Fig. 1: PDN straps and rails
Bar = 50 microns. Pins as bars on the die edge.
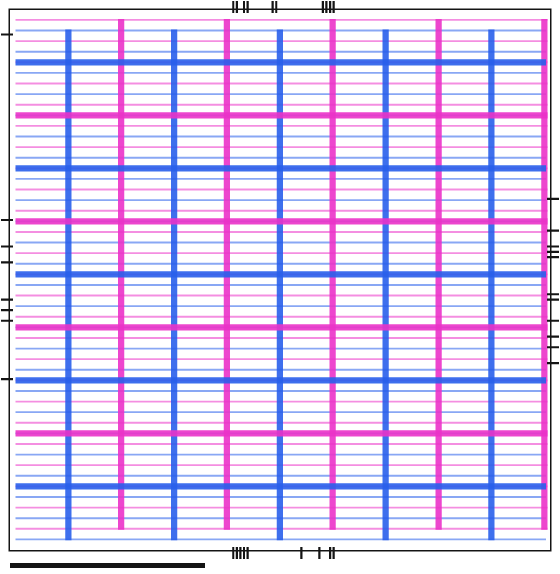
Fig. 2: placed cells, one color a class
Bar = 50 microns.
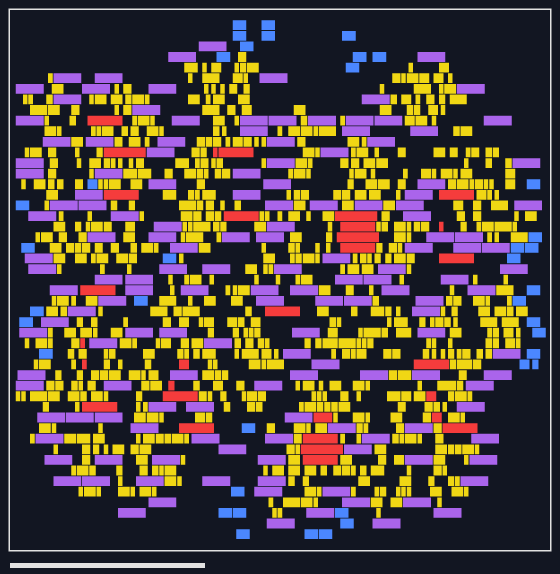
Fig. 3: clock distribution
Bar = 50 microns.
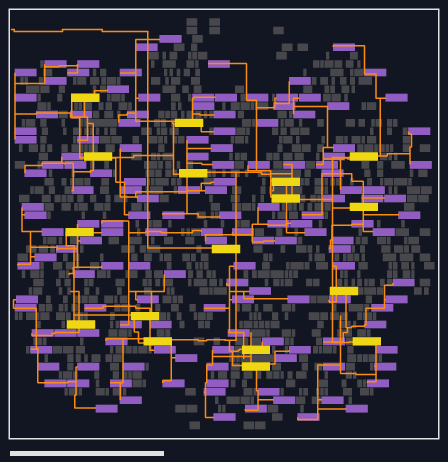
Fig. 4: signal wires by layer
Only two layers are drawn.
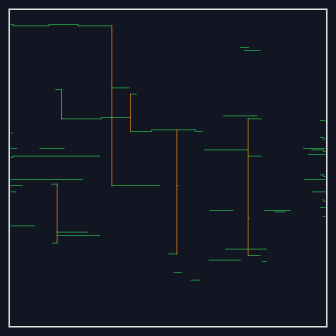
<file path="config.mk">
export PLATFORM = sky130hd
export DESIGN_NAME = f_led_multi
export DESIGN_NICKNAME = d
export VERILOG_FILES = /design/src/rtl/f_led_multi.sv
export SDC_FILE = /design/constraint.sdc
export NUM_CORES = 1
export LEC_CHECK = 0
export CORE_MARGIN = 1
export CORE_UTILIZATION = 40
export DETAILED_ROUTE_END_ITERATION = 10
export SYNTH_ARGS = -nofsm -noshare
export SYNTH_HDL_FRONTEND = slang
export SYNTH_SLANG_ARGS = --single-unit
</file>
<file path="constraint.sdc">
create_clock -name clk -period 6.15 [get_ports clk]
set_clock_uncertainty 0.05 [all_clocks]
set_input_delay 1.23 -clock clk [delete_from_list [all_inputs] [get_ports clk]]
set_output_delay 1.23 -clock clk [all_outputs]
set_load 0.05 [all_outputs]
</file>
<file path="src/rtl/f_led_multi.sv">
// Multi-channel LED indicator driver: per-channel off / fixed / continuous blink / counted burst
// with exact half-period timing and burst busy/completion reporting.
module f_led_multi #(
    parameter int unsigned N_LEDS   = 4,
    parameter int unsigned HALF_CYC = 50_000_000,
    parameter int unsigned CNT_W    = 26,
    parameter int unsigned PULSE_W  = 4
) (
    input  logic                        clk,
    input  logic                        rst,
    input  logic [2*N_LEDS-1:0]         modo,
    input  logic [PULSE_W*N_LEDS-1:0]   n_pulsos,
    output logic [N_LEDS-1:0]           led,
    output logic [N_LEDS-1:0]           fin,
    output logic [N_LEDS-1:0]           ocupado
);

    localparam logic [2:0] APAGADO = 3'd0;
    localparam logic [2:0] FIJO    = 3'd1;
    localparam logic [2:0] INTER   = 3'd2;
    localparam logic [2:0] RAFAGA  = 3'd3;
    localparam logic [2:0] FIN     = 3'd4;

    localparam logic [CNT_W-1:0]   LAST = CNT_W'(HALF_CYC - 1);
    localparam logic [PULSE_W-1:0] ONE  = PULSE_W'(1);

    for (genvar i = 0; i < int'(N_LEDS); i++) begin : g_ch
        logic [2:0]         state, state_nx;
        logic [CNT_W-1:0]   cnt, cnt_nx;
        logic [PULSE_W-1:0] restantes, restantes_nx;
        logic [1:0]         modo_q, modo_q_nx;
        logic               led_r, led_nx;
        logic               fin_r, fin_nx;
        logic               ocup_r, ocup_nx;
        logic [1:0]         modo_i;
        logic [PULSE_W-1:0] n_i;

        assign modo_i = modo[2*i +: 2];
        assign n_i    = n_pulsos[PULSE_W*i +: PULSE_W];

        // Next-state and output logic; a mode change always wins over ongoing activity
        always_comb begin
            state_nx     = state;
            cnt_nx       = cnt;
            restantes_nx = restantes;
            modo_q_nx    = modo_q;
            led_nx       = led_r;
            fin_nx       = 1'b0;
            ocup_nx      = ocup_r;

            if (modo_i != modo_q) begin
                modo_q_nx = modo_i;
                cnt_nx    = '0;
                case (modo_i)
                    2'b00: begin
                        state_nx = APAGADO;
                        led_nx   = 1'b0;
                        ocup_nx  = 1'b0;
                    end
                    2'b01: begin
                        state_nx = FIJO;
                        led_nx   = 1'b1;
                        ocup_nx  = 1'b0;
                    end
                    2'b10: begin
                        state_nx = INTER;
                        led_nx   = 1'b1;
                        ocup_nx  = 1'b0;
                    end
                    default: begin
                        if (n_i != '0) begin
                            state_nx     = RAFAGA;
                            led_nx       = 1'b1;
                            restantes_nx = n_i;
                            ocup_nx      = 1'b1;
                        end else begin
                            state_nx = FIN;
                            led_nx   = 1'b0;
                            ocup_nx  = 1'b0;
                            fin_nx   = 1'b1;
                        end
                    end
                endcase
            end else begin
                case (state)
                    APAGADO: begin
                        led_nx = 1'b0;
                        cnt_nx = '0;
                    end
                    FIJO: begin
                        led_nx = 1'b1;
                        cnt_nx = '0;
                    end
                    INTER: begin
                        if (cnt == LAST) begin
                            cnt_nx = '0;
                            led_nx = ~led_r;
                        end else begin
                            cnt_nx = cnt + CNT_W'(1);
                        end
                    end
                    RAFAGA: begin
                        if (cnt == LAST) begin
                            cnt_nx = '0;
                            if (led_r) begin
                                // Falling edge ends one pulse; the last one closes the burst
                                restantes_nx = restantes - ONE;
                                led_nx       = 1'b0;
                                if (restantes == ONE) begin
                                    ocup_nx  = 1'b0;
                                    fin_nx   = 1'b1;
                                    state_nx = FIN;
                                end
                            end else begin
                                led_nx = 1'b1;
                            end
                        end else begin
                            cnt_nx = cnt + CNT_W'(1);
                        end
                    end
                    FIN: begin
                        led_nx  = 1'b0;
                        ocup_nx = 1'b0;
                        cnt_nx  = '0;
                    end
                    default: begin
                        state_nx = APAGADO;
                        led_nx   = 1'b0;
                        ocup_nx  = 1'b0;
                        cnt_nx   = '0;
                    end
                endcase
            end
        end

        always_ff @(posedge clk) begin
            if (rst) begin
                state     <= APAGADO;
                cnt       <= '0;
                restantes <= '0;
                modo_q    <= 2'b00;
                led_r     <= 1'b0;
                fin_r     <= 1'b0;
                ocup_r    <= 1'b0;
            end else begin
                state     <= state_nx;
                cnt       <= cnt_nx;
                restantes <= restantes_nx;
                modo_q    <= modo_q_nx;
                led_r     <= led_nx;
                fin_r     <= fin_nx;
                ocup_r    <= ocup_nx;
            end
        end

        assign led[i]     = led_r;
        assign fin[i]     = fin_r;
        assign ocupado[i] = ocup_r;
    end

endmodule

</file>
==> changes_impl.md <==
### Metrics

- Status: finished, violations left
- Failing checks: design-rule violations
- Slew headroom: between 20 and 25%
- CP top delay family: simple AND/OR/NAND/NOR gates
- Worst Hold Depth: 1
- Ys flops: between 150 and 200
- I/O pin total: 38
- CTS sink cnt: 152
- CLK BUF: 22
- Sequential cell area: slightly above 3000 sq um
- Fmax achieved: roughly 0.3 GHz
- DR WL/cell: about 14 microns
- RSZ-0062 raised after global routing: false
- Remaining DRCs: 9
- Critical Path Sink: g_ch[2].cnt[5]$_SDFF_PP0_
- Registers: about 150
- Critical Path AT: approximately 3.6 ns
- Net Count, Synth: 933
- Biggest regs: g_ch.cnt: 104 flops, g_ch.restantes: 16 flops, g_ch.state: 12 flops
- Via density: around 5.3
- PwrDens: about 270 nW/um^2
- RR Endpoint: g_ch[2].cnt[5]$_SDFF_PP0_
- Max FO, Critical Path: 26
- ANT nets after route: 0
- Critical path cell sequence: clkdlybuf4s50_1 -> xor2_1 -> nor3_1 -> nand2_1 -> or3_1 -> nor2b_1
- Setup crit start: modo[4]
- Count of non-CTS buffers in the layout: 39
- Top cell category: logic gates
- Die area: around 19000 sq um
- Synth Seq Share: about two fifths
- Top_reg_cell synth: dfxtp_1
- Synth area leader: dfxtp_1
- Drt pass-1 iters: 7
- Initial antenna violation count: 0
- Comb area share: a little under half
- Crit-path max cell delay: approximately 0.73 ns
- GPL Wtd Cong: just under 0.8
- Clk root buf: clkbuf_16
- First-pass GRT wire length: 26.7 mm
- CP endpoint kind: flop
- CTS Buf Count: 17
- Initial core utilization: about two fifths
- Critical path class: in2reg
- Area share, top type: between 40% and 50%
## Picture notes: Fig. 1
Key: VDD = magenta; VSS = blue
10 straps on met4. 38 signal pins sit on the boundary. 9 straps on met5. 50 met1 rails follow the rows.
die width: 139 microns
die y size: 139 microns
Worst VDD drop: 0.194 mV

## Picture notes: Fig. 2
Key: combinational and other logic = yellow [cells 692, share of their area 51%]; other buffers and delay cells = blue [cells 39, share of their area 4.6%]; clock drivers and dummy loads = red [cells 30, share of their area 7.3%]; flops = purple [cells 152, share of their area 37%]
Final Util: 46.9%
row cnt: 49
fraction of area in registers: 35.7%
Core Box Area: 18100 sq um
fin area: 8520 sq um

## Picture notes: Fig. 3
Key: flip-flops = purple [count 152]; clock wires = orange [length 2070 microns]; clock drivers = yellow [count 17]
Position of the flops: all over the die. There are 18 routed clock nets.
Clk power: 1.08 mW
clock share of power: 47.4%
clk_lat worst skew: 0.43 ns

## Picture notes: Fig. 4
Key: metal 3 = green [wire length 465 microns]; metal 4 = orange [wire length 239 microns]
gr usage total: 16.9%
vias: 6002

==> where the power goes <==
part | leakage (nW) | switching, mW | internal (mW)
logic | 1.34 | 0.103 | 0.0692
clock network | 0.282 | 0.399 | 0.684
registers | 1.23 | 0.0213 | 1.01
==> cell usage after synthesis, drive strengths merged, types with 21 or more instances <==
master	n
dfxtp	152
nor2	148
nand2	61
nand3	58
xnor2	54
xor2	52
inv	38
nor3	29
nand4	28
and3	24
clkbuf	24
ha	24
and4	21
==> logic make-up after synthesis <==
kind of cell               after synthesis  share of synthesized area (%)
AOI/OAI and AO/OA                       88                           8.05
xor gates and xnor gates               106                           12.4
adders and majority gates               24                           4.03
buffers and inverters                   77                           4.73
DFF                                    152                           40.8
muxes                                    3                          0.403
and+or+nand+nor                        433                           29.5
No activity file was given, so power comes from the tool's default toggle rates.
